==> run_1/io_fan.png <==
Bar = 50 um.
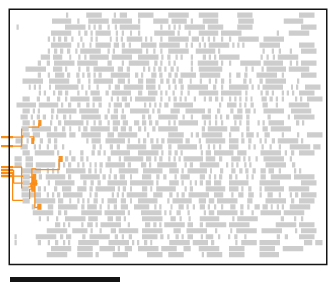
==> run_1/wires.png <==
Two of the layers only.
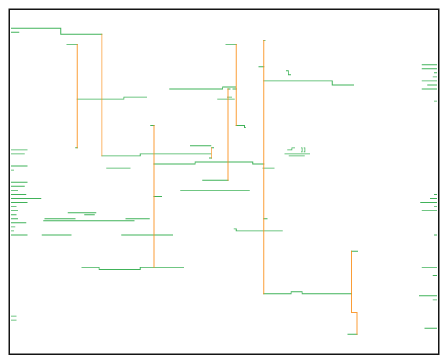
==> run_1/layer_met2.png <==
Bar = 50 um.
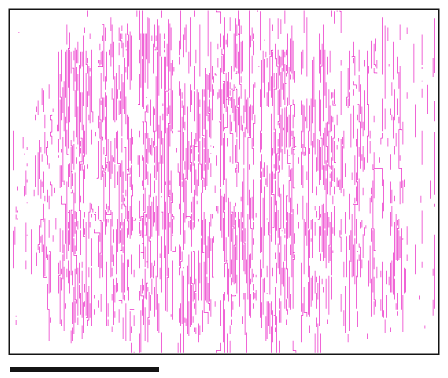
## config.mk

```make
export PLATFORM = sky130hd
export DESIGN_NAME = smg_encode_module
export DESIGN_NICKNAME = d
export VERILOG_FILES = /design/src/rtl/smg_encode_module.sv
export SDC_FILE = /design/constraint.sdc
export NUM_CORES = 1
export LEC_CHECK = 0
export ABC_AREA = 1
export CAP_MARGIN = 15
export CELL_PAD_IN_SITES_DETAIL_PLACEMENT = 1
export CELL_PAD_IN_SITES_GLOBAL_PLACEMENT = 1
export CORE_ASPECT_RATIO = 0.8
export CORE_MARGIN = 1
export CORE_UTILIZATION = 43
export DETAILED_ROUTE_END_ITERATION = 8
export PLACE_DENSITY = 0.78
export SYNTH_ARGS = -nofsm -noshare
export SYNTH_HDL_FRONTEND = slang
export SYNTH_SLANG_ARGS = --single-unit
```

## constraint.sdc

```tcl
create_clock -name CLK -period 1.6 [get_ports CLK]
set_input_delay 0.32 -clock CLK [delete_from_list [all_inputs] [get_ports CLK]]
set_output_delay 0.32 -clock CLK [all_outputs]
set_load 0.1 [all_outputs]
```

## src/rtl/smg_encode_module.sv

```systemverilog
// smg_encode_module: binary h/m/s to six segment codes for the scanner.
// Iterative shift-add-3 BCD conversion, then a lookup, then atomic update.
//
// Ports:
//   CLK, RSTn     clock, async active-low reset
//   Start         request a conversion (sampled only when idle)
//   Hour_Data     binary hours   (valid 0..23)
//   Min_Data      binary minutes (valid 0..59)
//   Sec_Data      binary seconds (valid 0..59)
//   Blank_Mask    per-digit blank, bit0 = Ten_SMG_Data0 .. bit5 = One_SMG_Data2
//   Dp_En         decimal point on One_SMG_Data0 / One_SMG_Data1
//   Busy, Done    conversion in flight / one-cycle completion pulse
//   *_SMG_Data*   segment codes {dp,g,f,e,d,c,b,a}
module smg_encode_module #(
  parameter bit SEG_ACTIVE_LOW = 1'b1,
  parameter bit HOUR_LZ_BLANK  = 1'b0
) (
  input  logic       CLK,
  input  logic       RSTn,
  input  logic       Start,
  input  logic [4:0] Hour_Data,
  input  logic [5:0] Min_Data,
  input  logic [5:0] Sec_Data,
  input  logic [5:0] Blank_Mask,
  input  logic       Dp_En,
  output logic       Busy,
  output logic       Done,
  output logic [7:0] Ten_SMG_Data0,
  output logic [7:0] One_SMG_Data0,
  output logic [7:0] Ten_SMG_Data1,
  output logic [7:0] One_SMG_Data1,
  output logic [7:0] Ten_SMG_Data2,
  output logic [7:0] One_SMG_Data2
);

  localparam logic [7:0] BLANK =
    SEG_ACTIVE_LOW ? 8'hFF : 8'h00;

  typedef enum logic [2:0] {
    S_IDLE,
    S_LOAD,
    S_SHIFT,
    S_ENCODE,
    S_UPDATE
  } state_t;

  state_t      state;
  logic [2:0]  cnt;
  // {tens[2:0], ones[3:0], bin[5:0]}
  logic [12:0] sh_h, sh_m, sh_s;
  logic [5:0]  mask_q;
  logic        dp_q;
  logic        rng_h, rng_m, rng_s;
  logic [7:0]  stg [6];
  logic [7:0]  enc [6];

  function automatic logic [12:0] dd_step(
    input logic [12:0] v
  );
    logic [2:0] t;
    logic [3:0] o;
    t = v[12:10];
    o = v[9:6];
    if (o >= 4'd5) o = o + 4'd3;
    // Tens never reaches 5 before a shift for
    // 6-bit inputs; kept for a uniform step.
    if (t >= 3'd5) t = t + 3'd3;
    return {t, o, v[5:0]} << 1;
  endfunction

  function automatic logic [7:0] lut(
    input logic [3:0] d
  );
    logic [7:0] c;
    case (d)
      4'd0:    c = 8'hC0;
      4'd1:    c = 8'hF9;
      4'd2:    c = 8'hA4;
      4'd3:    c = 8'hB0;
      4'd4:    c = 8'h99;
      4'd5:    c = 8'h92;
      4'd6:    c = 8'h82;
      4'd7:    c = 8'hF8;
      4'd8:    c = 8'h80;
      4'd9:    c = 8'h90;
      default: c = 8'hFF;
    endcase
    return c;
  endfunction

  // Blanking wins over dash, dash over the
  // leading-zero blank; dp only on lit digits.
  function automatic logic [7:0] seg(
    input logic       bm,
    input logic       rng,
    input logic       lz,
    input logic       dp,
    input logic [3:0] d
  );
    logic       b;
    logic [7:0] c;
    b = bm | (~rng & lz);
    if (b)        c = 8'hFF;
    else if (rng) c = 8'hBF;
    else          c = lut(d);
    if (!b && dp) c[7] = 1'b0;
    return SEG_ACTIVE_LOW ? c : ~c;
  endfunction

  logic lz_h;
  assign lz_h = HOUR_LZ_BLANK &&
                (sh_h[12:10] == 3'd0);

  always_comb begin
    enc[0] = seg(mask_q[0], rng_h, lz_h, 1'b0,
                 {1'b0, sh_h[12:10]});
    enc[1] = seg(mask_q[1], rng_h, 1'b0, dp_q,
                 sh_h[9:6]);
    enc[2] = seg(mask_q[2], rng_m, 1'b0, 1'b0,
                 {1'b0, sh_m[12:10]});
    enc[3] = seg(mask_q[3], rng_m, 1'b0, dp_q,
                 sh_m[9:6]);
    enc[4] = seg(mask_q[4], rng_s, 1'b0, 1'b0,
                 {1'b0, sh_s[12:10]});
    enc[5] = seg(mask_q[5], rng_s, 1'b0, 1'b0,
                 sh_s[9:6]);
  end

  always_ff @(posedge CLK or negedge RSTn) begin
    if (!RSTn) begin
      state         <= S_IDLE;
      cnt           <= 3'd0;
      sh_h          <= 13'd0;
      sh_m          <= 13'd0;
      sh_s          <= 13'd0;
      mask_q        <= 6'd0;
      dp_q          <= 1'b0;
      rng_h         <= 1'b0;
      rng_m         <= 1'b0;
      rng_s         <= 1'b0;
      for (int i = 0; i < 6; i++)
        stg[i] <= BLANK;
      Busy          <= 1'b0;
      Done          <= 1'b0;
      Ten_SMG_Data0 <= BLANK;
      One_SMG_Data0 <= BLANK;
      Ten_SMG_Data1 <= BLANK;
      One_SMG_Data1 <= BLANK;
      Ten_SMG_Data2 <= BLANK;
      One_SMG_Data2 <= BLANK;
    end else begin
      Done <= 1'b0;
      unique case (state)
        S_IDLE: begin
          if (Start) state <= S_LOAD;
        end
        S_LOAD: begin
          sh_h   <= {7'd0, 1'b0, Hour_Data};
          sh_m   <= {7'd0, Min_Data};
          sh_s   <= {7'd0, Sec_Data};
          mask_q <= Blank_Mask;
          dp_q   <= Dp_En;
          rng_h  <= Hour_Data > 5'd23;
          rng_m  <= Min_Data > 6'd59;
          rng_s  <= Sec_Data > 6'd59;
          cnt    <= 3'd0;
          Busy   <= 1'b1;
          state  <= S_SHIFT;
        end
        S_SHIFT: begin
          sh_h <= dd_step(sh_h);
          sh_m <= dd_step(sh_m);
          sh_s <= dd_step(sh_s);
          cnt  <= cnt + 3'd1;
          if (cnt == 3'd5) state <= S_ENCODE;
        end
        S_ENCODE: begin
          for (int i = 0; i < 6; i++)
            stg[i] <= enc[i];
          state <= S_UPDATE;
        end
        S_UPDATE: begin
          Ten_SMG_Data0 <= stg[0];
          One_SMG_Data0 <= stg[1];
          Ten_SMG_Data1 <= stg[2];
          One_SMG_Data1 <= stg[3];
          Ten_SMG_Data2 <= stg[4];
          One_SMG_Data2 <= stg[5];
          Done          <= 1'b1;
          Busy          <= 1'b0;
          state         <= S_IDLE;
        end
        default: state <= S_IDLE;
      endcase
    end
  end

endmodule

```

==> flow_metrics.py, run 1 <==
# Synthesis and PnR figures
metrics = {
    "final_layout": {
        "final_area_mm2": 0.00904,
        "area_growth_pct": 31.2,
        "flops": 145,
        "comb_area_share_pct": 30.1,
        "clkCellAreaFrac_pct": 6.38,
        "lay_top_cells": "nand2_1 (217), dfstp_2 (88), o21ai_0 (74)",
    },
    "worst_setup_path": {
        "worst_ep_arrival_time_ns": 1.86,
        "crit_path_end_kind": "flip-flop",
        "crit_top_cell": "nand2_1",
        "critical_path.cell_chain": "inv_2, ha_1, nor2_1, nor2_2, nand2_1, nand2_1, inv_1, nand2_1, nand2_1",
        "reg2reg_slack_ns": 0.06,
        "crit_start": "sh_s[6]",
    },
    "run_status": {
        "status": "complete, no violations",
    },
    "yosys": {
        "xor_share_pct": 0.254,
        "synth.most_common_cell": "nand2_1",
        "ys_sh_aoi_pct": 12.1,
        "yosysUniqueCellTypes": 31,
        "syn-instance-count": 793,
        "common_cells": "nand2_1 (217), dfstp_2 (88), nor2_1 (75), o21ai_0 (74), inv_1 (72)",
    },
    "die": {
        "fp.coreArea_mm2": 0.0157,
        "rows": 41,
    },
    "global_route": {
        "grt_max_degree": 43,
        "met2_usage_pct": 46.3,
    },
    "timing": {
        "fin_ws_ns": 0.0622,
        "setup_viol": 0,
    },
    "detailed_routing": {
        "wl_met1_um": 8360,
        "drtIter0Drc": 235,
    },
    "job": {
        "openroad.warnings": 52,
    },
}
Back to the opening pictures, io_fan.png:
| color | port | bits | direction | end cells | buffers | wire |
|---|---|---|---|---|---|---|
| orange | Sec_Data | 6 | input | 7 | 6 | 136 um |
I/O pins: 77
port bufs: 72

Back to the opening pictures, wires.png:
| color | layer | wire length |
|---|---|---|
| orange | metal 4 | 299 um |
| green | metal 3 | 590 um |

Back to the opening pictures, layer_met2.png:
longest straight run: 67.3 um
wire length on this layer: 10300 um
main direction: vertical
share of all routed wire: 53%

==> run 1 -> run 2 <==
RECOVER_POWER = 100   (was default)
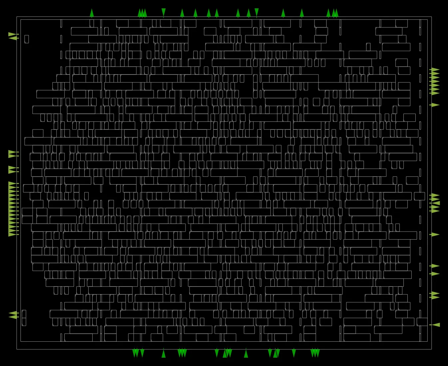
(run_2/placement.png)
post-route insts no fill: 1109
register share of the cell area: 43.8%
Rows: 41
fillcell total: 1858
final core occ: 54.5%

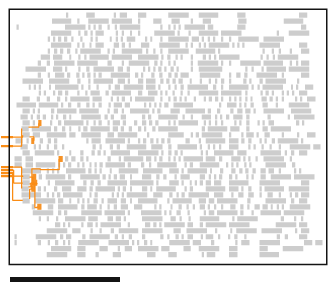
(run_2/io_fan.png)
Bar = 50 um.
| color | port | bits | direction | end cells | buffers | wire |
|---|---|---|---|---|---|---|
| orange | Sec_Data | 6 | input | 7 | 6 | 136 um |

==> flow_metrics.py, run 2 <==
# Synthesis and PnR figures
metrics = {
    "run_status": {
        "status": "complete, no violations",
    },
    "yosys": {
        "common_cells": "nand2_1 (217), dfstp_2 (88), nor2_1 (75), o21ai_0 (74), inv_1 (72)",
        "ys_sh_aoi_pct": 12.1,
        "synth.most_common_cell": "nand2_1",
    },
    "final_layout": {
        "area_growth_pct": 24.2,
        "comb_area_share_pct": 31.7,
        "flops": 145,
        "clkCellAreaFrac_pct": 6.74,
    },
    "worst_setup_path": {
        "critical_path.cell_chain": "inv_2, ha_1, nor2_1, nor2_2, nand2_1, nand2_1, inv_1, nand2_1, nand2_1",
        "crit_start": "sh_s[6]",
        "worst_ep_arrival_time_ns": 1.87,
    },
    "die": {
        "io_pins": 77,
    },
    "global_route": {
        "grt_max_degree": 43,
    },
    "detailed_routing": {
        "wl_met1_um": 8320,
        "drtIter0Drc": 248,
    },
    "timing": {
        "setup_viol": 0,
        "fin_ws_ns": 0.0555,
    },
    "placement": {
        "io_buffers": 72,
    },
}
